Figure 1. Clock distribution (run 1).
Bar = 20 um.
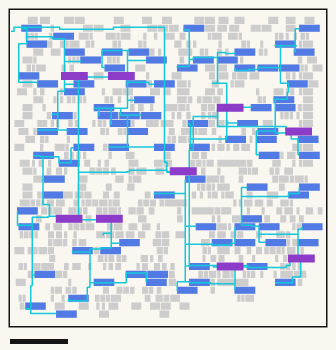
Figure 2. Local utilization (run 1).
11 x 11 tiles, from white (low) to dark blue (high), 0 to 100% covered.
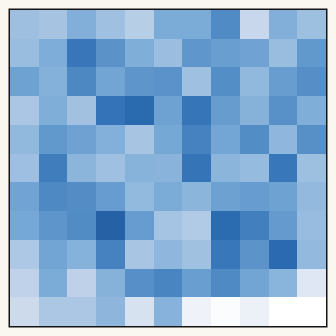
Figure 3. The metal 3 layer (run 1).
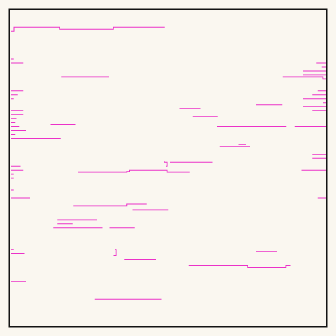
[config.mk]
export PLATFORM = sky130hd
export DESIGN_NAME = axis_frame_sched
export DESIGN_NICKNAME = d
export VERILOG_FILES = /design/src/rtl/axis_frame_sched.sv
export SDC_FILE = /design/constraint.sdc
export NUM_CORES = 1
export LEC_CHECK = 0
export CELL_PAD_IN_SITES_DETAIL_PLACEMENT = 0
export CELL_PAD_IN_SITES_GLOBAL_PLACEMENT = 1
export CORE_UTILIZATION = 40
export DETAILED_ROUTE_END_ITERATION = 16
export MAX_ROUTING_LAYER = met4
export PLACE_DENSITY_LB_ADDON = 0.08
export SYNTH_ARGS = -nofsm -noshare
export SYNTH_HDL_FRONTEND = slang
export SYNTH_SLANG_ARGS = --single-unit
[constraint.sdc]
create_clock -name clk_in -period 6.62 [get_ports clk_in]
set_input_delay 1.324 -clock clk_in [delete_from_list [all_inputs] [get_ports clk_in]]
set_output_delay 1.324 -clock clk_in [all_outputs]
set_load 0.05 [all_outputs]
[src/rtl/axis_frame_sched.sv]
// axis_frame_sched: forwards a scheduled number of whole AXI-stream video frames, aligned to SOF.
// Optional macro FRAME_SCHED_STALL_CNT_EN adds the stall_cnt output (output back-pressure cycles).
module axis_frame_sched #(
    parameter int DW       = 24,
    parameter int H_ACTIVE = 1920,
    parameter int V_ACTIVE = 1080,
    parameter int FCNT_W   = 16
) (
    input  logic              clk_in,
    input  logic              reset,
    input  logic              start,
    input  logic              stop,
    input  logic [FCNT_W-1:0] num_frames,
    input  logic [DW-1:0]     s_tdata,
    input  logic              s_tvalid,
    output logic              s_tready,
    input  logic              s_tuser,
    input  logic              s_tlast,
    output logic [DW-1:0]     m_tdata,
    output logic              m_tvalid,
    input  logic              m_tready,
    output logic              m_tuser,
    output logic              m_tlast,
    output logic              busy,
    output logic              done,
    output logic [FCNT_W-1:0] frame_cnt,
`ifdef FRAME_SCHED_STALL_CNT_EN
    output logic [31:0]       stall_cnt,
`endif
    output logic [2:0]        err_flags
);

    localparam int PX_W = (H_ACTIVE > 1) ? $clog2(H_ACTIVE) : 1;
    localparam int LN_W = (V_ACTIVE > 1) ? $clog2(V_ACTIVE) : 1;

    localparam logic [1:0] ST_IDLE     = 2'd0;
    localparam logic [1:0] ST_WAIT_SOF = 2'd1;
    localparam logic [1:0] ST_PASS     = 2'd2;
    localparam logic [1:0] ST_DONE     = 2'd3;

    logic [1:0]        state;
    logic [1:0]        state_nxt;
    logic [PX_W-1:0]   px;
    logic [LN_W-1:0]   ln;
    logic [FCNT_W-1:0] num_r;
    logic              stop_pend;

    logic stop_any;
    logic acc;
    logic fwd;
    logic in_pass;
    logic new_sof;
    logic px_last;
    logic ln_last;
    logic eol;
    logic frame_end;
    logic last_frame;

    always_comb begin
        s_tready = 1'b1;
        if (state == ST_WAIT_SOF || state == ST_PASS) begin
            s_tready = !m_tvalid || m_tready;
        end
    end

    assign stop_any  = stop | stop_pend;
    assign acc       = s_tvalid & s_tready;
    assign px_last   = (px == PX_W'(H_ACTIVE - 1));
    assign ln_last   = (ln == LN_W'(V_ACTIVE - 1));
    assign in_pass   = acc & (state == ST_PASS);
    // A stop racing a SOF in WAIT_SOF wins, so that SOF beat is dropped rather than forwarded.
    assign fwd       = (state == ST_PASS) | ((state == ST_WAIT_SOF) & s_tuser & !stop_any);
    assign new_sof   = in_pass & s_tuser & ((px != '0) | (ln != '0));
    assign eol       = in_pass & !new_sof & (s_tlast | px_last);
    assign frame_end = eol & ln_last;
    assign last_frame = ((num_r != '0) &&
                         ((FCNT_W+1)'(frame_cnt) + (FCNT_W+1)'(1) == (FCNT_W+1)'(num_r)))
                        || stop_any;

    always_comb begin
        state_nxt = state;
        case (state)
            ST_IDLE:     if (start) state_nxt = ST_WAIT_SOF;
            ST_WAIT_SOF: begin
                if (stop_any) state_nxt = ST_DONE;
                else if (acc && s_tuser) state_nxt = ST_PASS;
            end
            ST_PASS:     if (frame_end && last_frame) state_nxt = ST_DONE;
            ST_DONE:     if (!m_tvalid) state_nxt = ST_IDLE;
            default:     state_nxt = ST_IDLE;
        endcase
    end

    always_ff @(posedge clk_in) begin
        if (reset) begin
            state     <= ST_IDLE;
            busy      <= 1'b0;
            done      <= 1'b0;
            m_tvalid  <= 1'b0;
            m_tdata   <= '0;
            m_tuser   <= 1'b0;
            m_tlast   <= 1'b0;
            frame_cnt <= '0;
            err_flags <= '0;
            px        <= '0;
            ln        <= '0;
            num_r     <= '0;
            stop_pend <= 1'b0;
        end else begin
            state <= state_nxt;
            busy  <= (state_nxt == ST_WAIT_SOF) || (state_nxt == ST_PASS);
            done  <= (state == ST_DONE) && !m_tvalid;

            if (acc && fwd) begin
                m_tdata  <= s_tdata;
                m_tuser  <= s_tuser;
                m_tlast  <= s_tlast;
                m_tvalid <= 1'b1;
            end else if (m_tready) begin
                m_tvalid <= 1'b0;
            end

            if (state_nxt == ST_IDLE) begin
                stop_pend <= 1'b0;
            end else if (stop && state != ST_IDLE) begin
                stop_pend <= 1'b1;
            end

            if (state == ST_IDLE && start) begin
                num_r     <= num_frames;
                frame_cnt <= '0;
                err_flags <= '0;
            end

            if (acc && fwd && state == ST_WAIT_SOF) begin
                px <= PX_W'(1);
                ln <= '0;
            end else if (in_pass) begin
                if (new_sof) begin
                    err_flags[2] <= 1'b1;
                    px           <= PX_W'(1);
                    ln           <= '0;
                end else begin
                    if (s_tlast && !px_last) err_flags[0] <= 1'b1;
                    if (!s_tlast && px_last) err_flags[1] <= 1'b1;
                    // Real or forced end of line both advance the line and may close the frame.
                    if (eol) begin
                        px <= '0;
                        ln <= ln_last ? '0 : ln + LN_W'(1);
                    end else begin
                        px <= px + PX_W'(1);
                    end
                    if (frame_end && frame_cnt != '1) frame_cnt <= frame_cnt + FCNT_W'(1);
                end
            end
        end
    end

`ifdef FRAME_SCHED_STALL_CNT_EN
    always_ff @(posedge clk_in) begin
        if (reset) begin
            stall_cnt <= '0;
        end else if (state == ST_IDLE && start) begin
            stall_cnt <= '0;
        end else if (busy && m_tvalid && !m_tready && stall_cnt != '1) begin
            stall_cnt <= stall_cnt + 32'd1;
        end
    end
`endif

endmodule
==> impl_metrics.ini, run 1 <==
; physical design summary
[outcome]
run_status = finished clean

[layout]
layout_top_cells = 112 x nand2_1, 95 x clkdlybuf4s50_1, 89 x dfxtp_1
fillers = 1079
regMostFlops = m_tdata
num_antenna_cells = 0
comb_area_um2 = 2530
buffers = 98
final_cells = 793

[global_routing]
antenna_found_initial = 0
grt_pass1_wl_um = 19000

[clock_tree]
cts_made_buffers = 9
cts-htree-levels = 3

[synthesis]
top_cell = nand2_1
syn_inst = 577
ys_ff = 89
top_area_cell = dfxtp_1

[pwr]
power.total_w = 0.00165
ir_drop_mv = 0.233
p_seq_w = 0.000638
power.switching_w = 0.000576

[route]
drt_iter0_markers = 205
wl_per_cell_um = 14.9

[setup_path]
path_cells = clkdlybuf4s50_1 > nand3b_1 > clkdlybuf4s50_1
cp_max_fo = 7

[timing]
slew_viol_final = 0
max_slew.worst_pin.slew_ns = 1.13
-- Figure 1 (at the start) --
- clock drivers: purple (count 9)
- flip-flops: blue (count 89)
- clock wires: cyan (length 1190 um)
- routed clock nets: 10
- flops lie: widely spread
Worst-Skew Late Latency: 0.35 ns
clock share of power: 30.9%
Clock group: 0.000511 W

-- Figure 2 (at the start) --
- nearly empty tiles: 2.5%
- fullest tile: 80%
- tiles over 75% full: 3.3%
FP Util: 41.3%
Finished Core Util: 53.1%
Core ar.: 10900 um2

-- Figure 3 (at the start) --
- main direction: horizontal
- longest straight run: 23.5 um
- wire length on this layer: 519 um
GRT met3 Usage: 4.94%
vias: 4220
total wire length: 11800 um

[run 1: metal layers]
layer	track usage, %	wire (um)
met1	25.7	5440
met4	6.66	95
met5	-	0
met3	4.94	518
met2	35.1	5750
[run 1: cells by family after synthesis]
group	Yosys count	share of synthesized area [%]
simple gates	263	28.8
compound gates	133	18.4
flops	89	39.4
buf+inv	52	4.68
xor+xnor	27	5.24
fa+ha+maj	10	2.77
mux	3	0.665
[run 1: worst paths after layout]
check,cells past startpoint,slack (ns),endpoint,startpoint
worst max-delay path,3,2.39,s_tready,m_tready
worst min-delay path,2,0.45,m_tdata[21],m_tdata[21]
worst max register to register,8,3.38,frame_cnt[12],state[0]
worst min register to register,2,0.45,m_tdata[21],m_tdata[21]
Figure 4. Pin map (run 1).
Pins as bars across the die edge, other pins in grey.
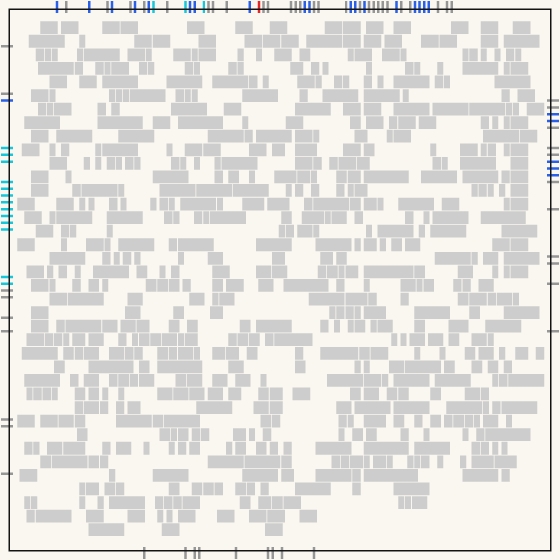

==> run 2: changes to the inputs <==
--- a/config.mk
+++ b/config.mk
@@ -7,7 +7,7 @@
 export LEC_CHECK = 0
 export CELL_PAD_IN_SITES_DETAIL_PLACEMENT = 0
 export CELL_PAD_IN_SITES_GLOBAL_PLACEMENT = 1
-export CORE_UTILIZATION = 40
+export CORE_UTILIZATION = 33
 export DETAILED_ROUTE_END_ITERATION = 16
 export MAX_ROUTING_LAYER = met4
 export PLACE_DENSITY_LB_ADDON = 0.08
==> constraint.sdc (replaced) <==
create_clock -name clk_in -period 3.4 [get_ports clk_in]
set_input_delay 0.68 -clock clk_in [delete_from_list [all_inputs] [get_ports clk_in]]
set_output_delay 0.68 -clock clk_in [all_outputs]
set_load 0.05 [all_outputs]
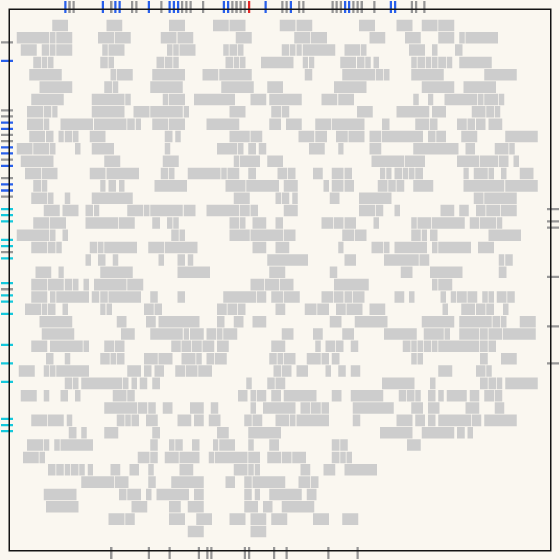
Figure 5: run 2, pin map.
Pins as bars across the die edge, other pins in grey.
- num_frames: cyan (pins 16; direction input; edge left)
- busy: red (pins 1; direction output; edge top)
- s_tdata: blue (pins 24; direction input; edge 16 top, 8 left)
Die Ht: 119 um
Die Wd: 119 um
count of input and output buffers: 96

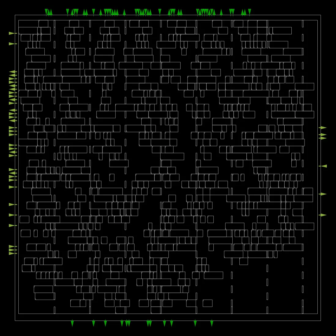
Figure 6: run 2, placement view.
FP Rows: 42
Finished Core Util: 44.8%
fillers: 1350
sequential share of cell area: 29.9%

==> impl_metrics.ini, run 2 <==
; physical design summary
[outcome]
run_status = finished clean

[route]
wl_per_cell_um = 15.2
met1_length_um = 5960
routed.top_layer = met4
drt_iter0_markers = 218
wl_met2_um = 6000
route.met3.wl_um = 668
wl_um = 12800
num_vias = 4349

[layout]
buffers = 113
comb_area_um2 = 2530
layout_top_cells = 112 x nand2_1, 95 x clkdlybuf4s50_1, 89 x dfxtp_1
regMostFlops = m_tdata
final_cells = 844

[synthesis]
top_area_cell = dfxtp_1
top_cell = nand2_1
syn_inst = 577

[pwr]
ir_drop_mv = 0.288
power.switching_w = 0.00113
clkPwrFrac_pct = 30.0

[global_routing]
met3_usage_pct = 5.32
met1_usage_pct = 23.6
busiest_layer = met2

[setup_path]
cp_max_fo = 7
rr_startpoint = frame_cnt[0]
crit_start = state[0]

[floorplanning]
fp_util_pct = 34.0

[timing]
max_slew.worst_pin.slew_ns = 0.804
slew_viol_final = 0

[clock_tree]
cts-htree-levels = 3
cts_made_buffers = 9
worstSkewPairLatency_ns = 0.35
[run 2: cell counts after synthesis]
Identical to the previous run, type by type.
[run 2: worst paths after layout]
check,endpoint,slack (ns),depth (start not counted)
min reg2reg,m_tdata[20],0.45,2
max reg2reg,busy,0.56,9
max,s_tready,0.42,4
min,m_tdata[20],0.45,2
[run 2: cells by family (layout without fill, tap and decap cells)]
group                    Yosys count  count (layout)  share of synthesized area [%]
AND-OR/OR-AND                    133             133                           18.4
XOR/XNOR                          27              27                           5.24
adder cells (fa/ha/maj)           10              10                           2.77
buffers and inverters             52             143                           4.68
flip-flops                        89              89                           39.4
multiplexers                       3               3                          0.665
AND/OR/NAND/NOR                  263             263                           28.8
No activity file was given, so power comes from the tool's default toggle rates.
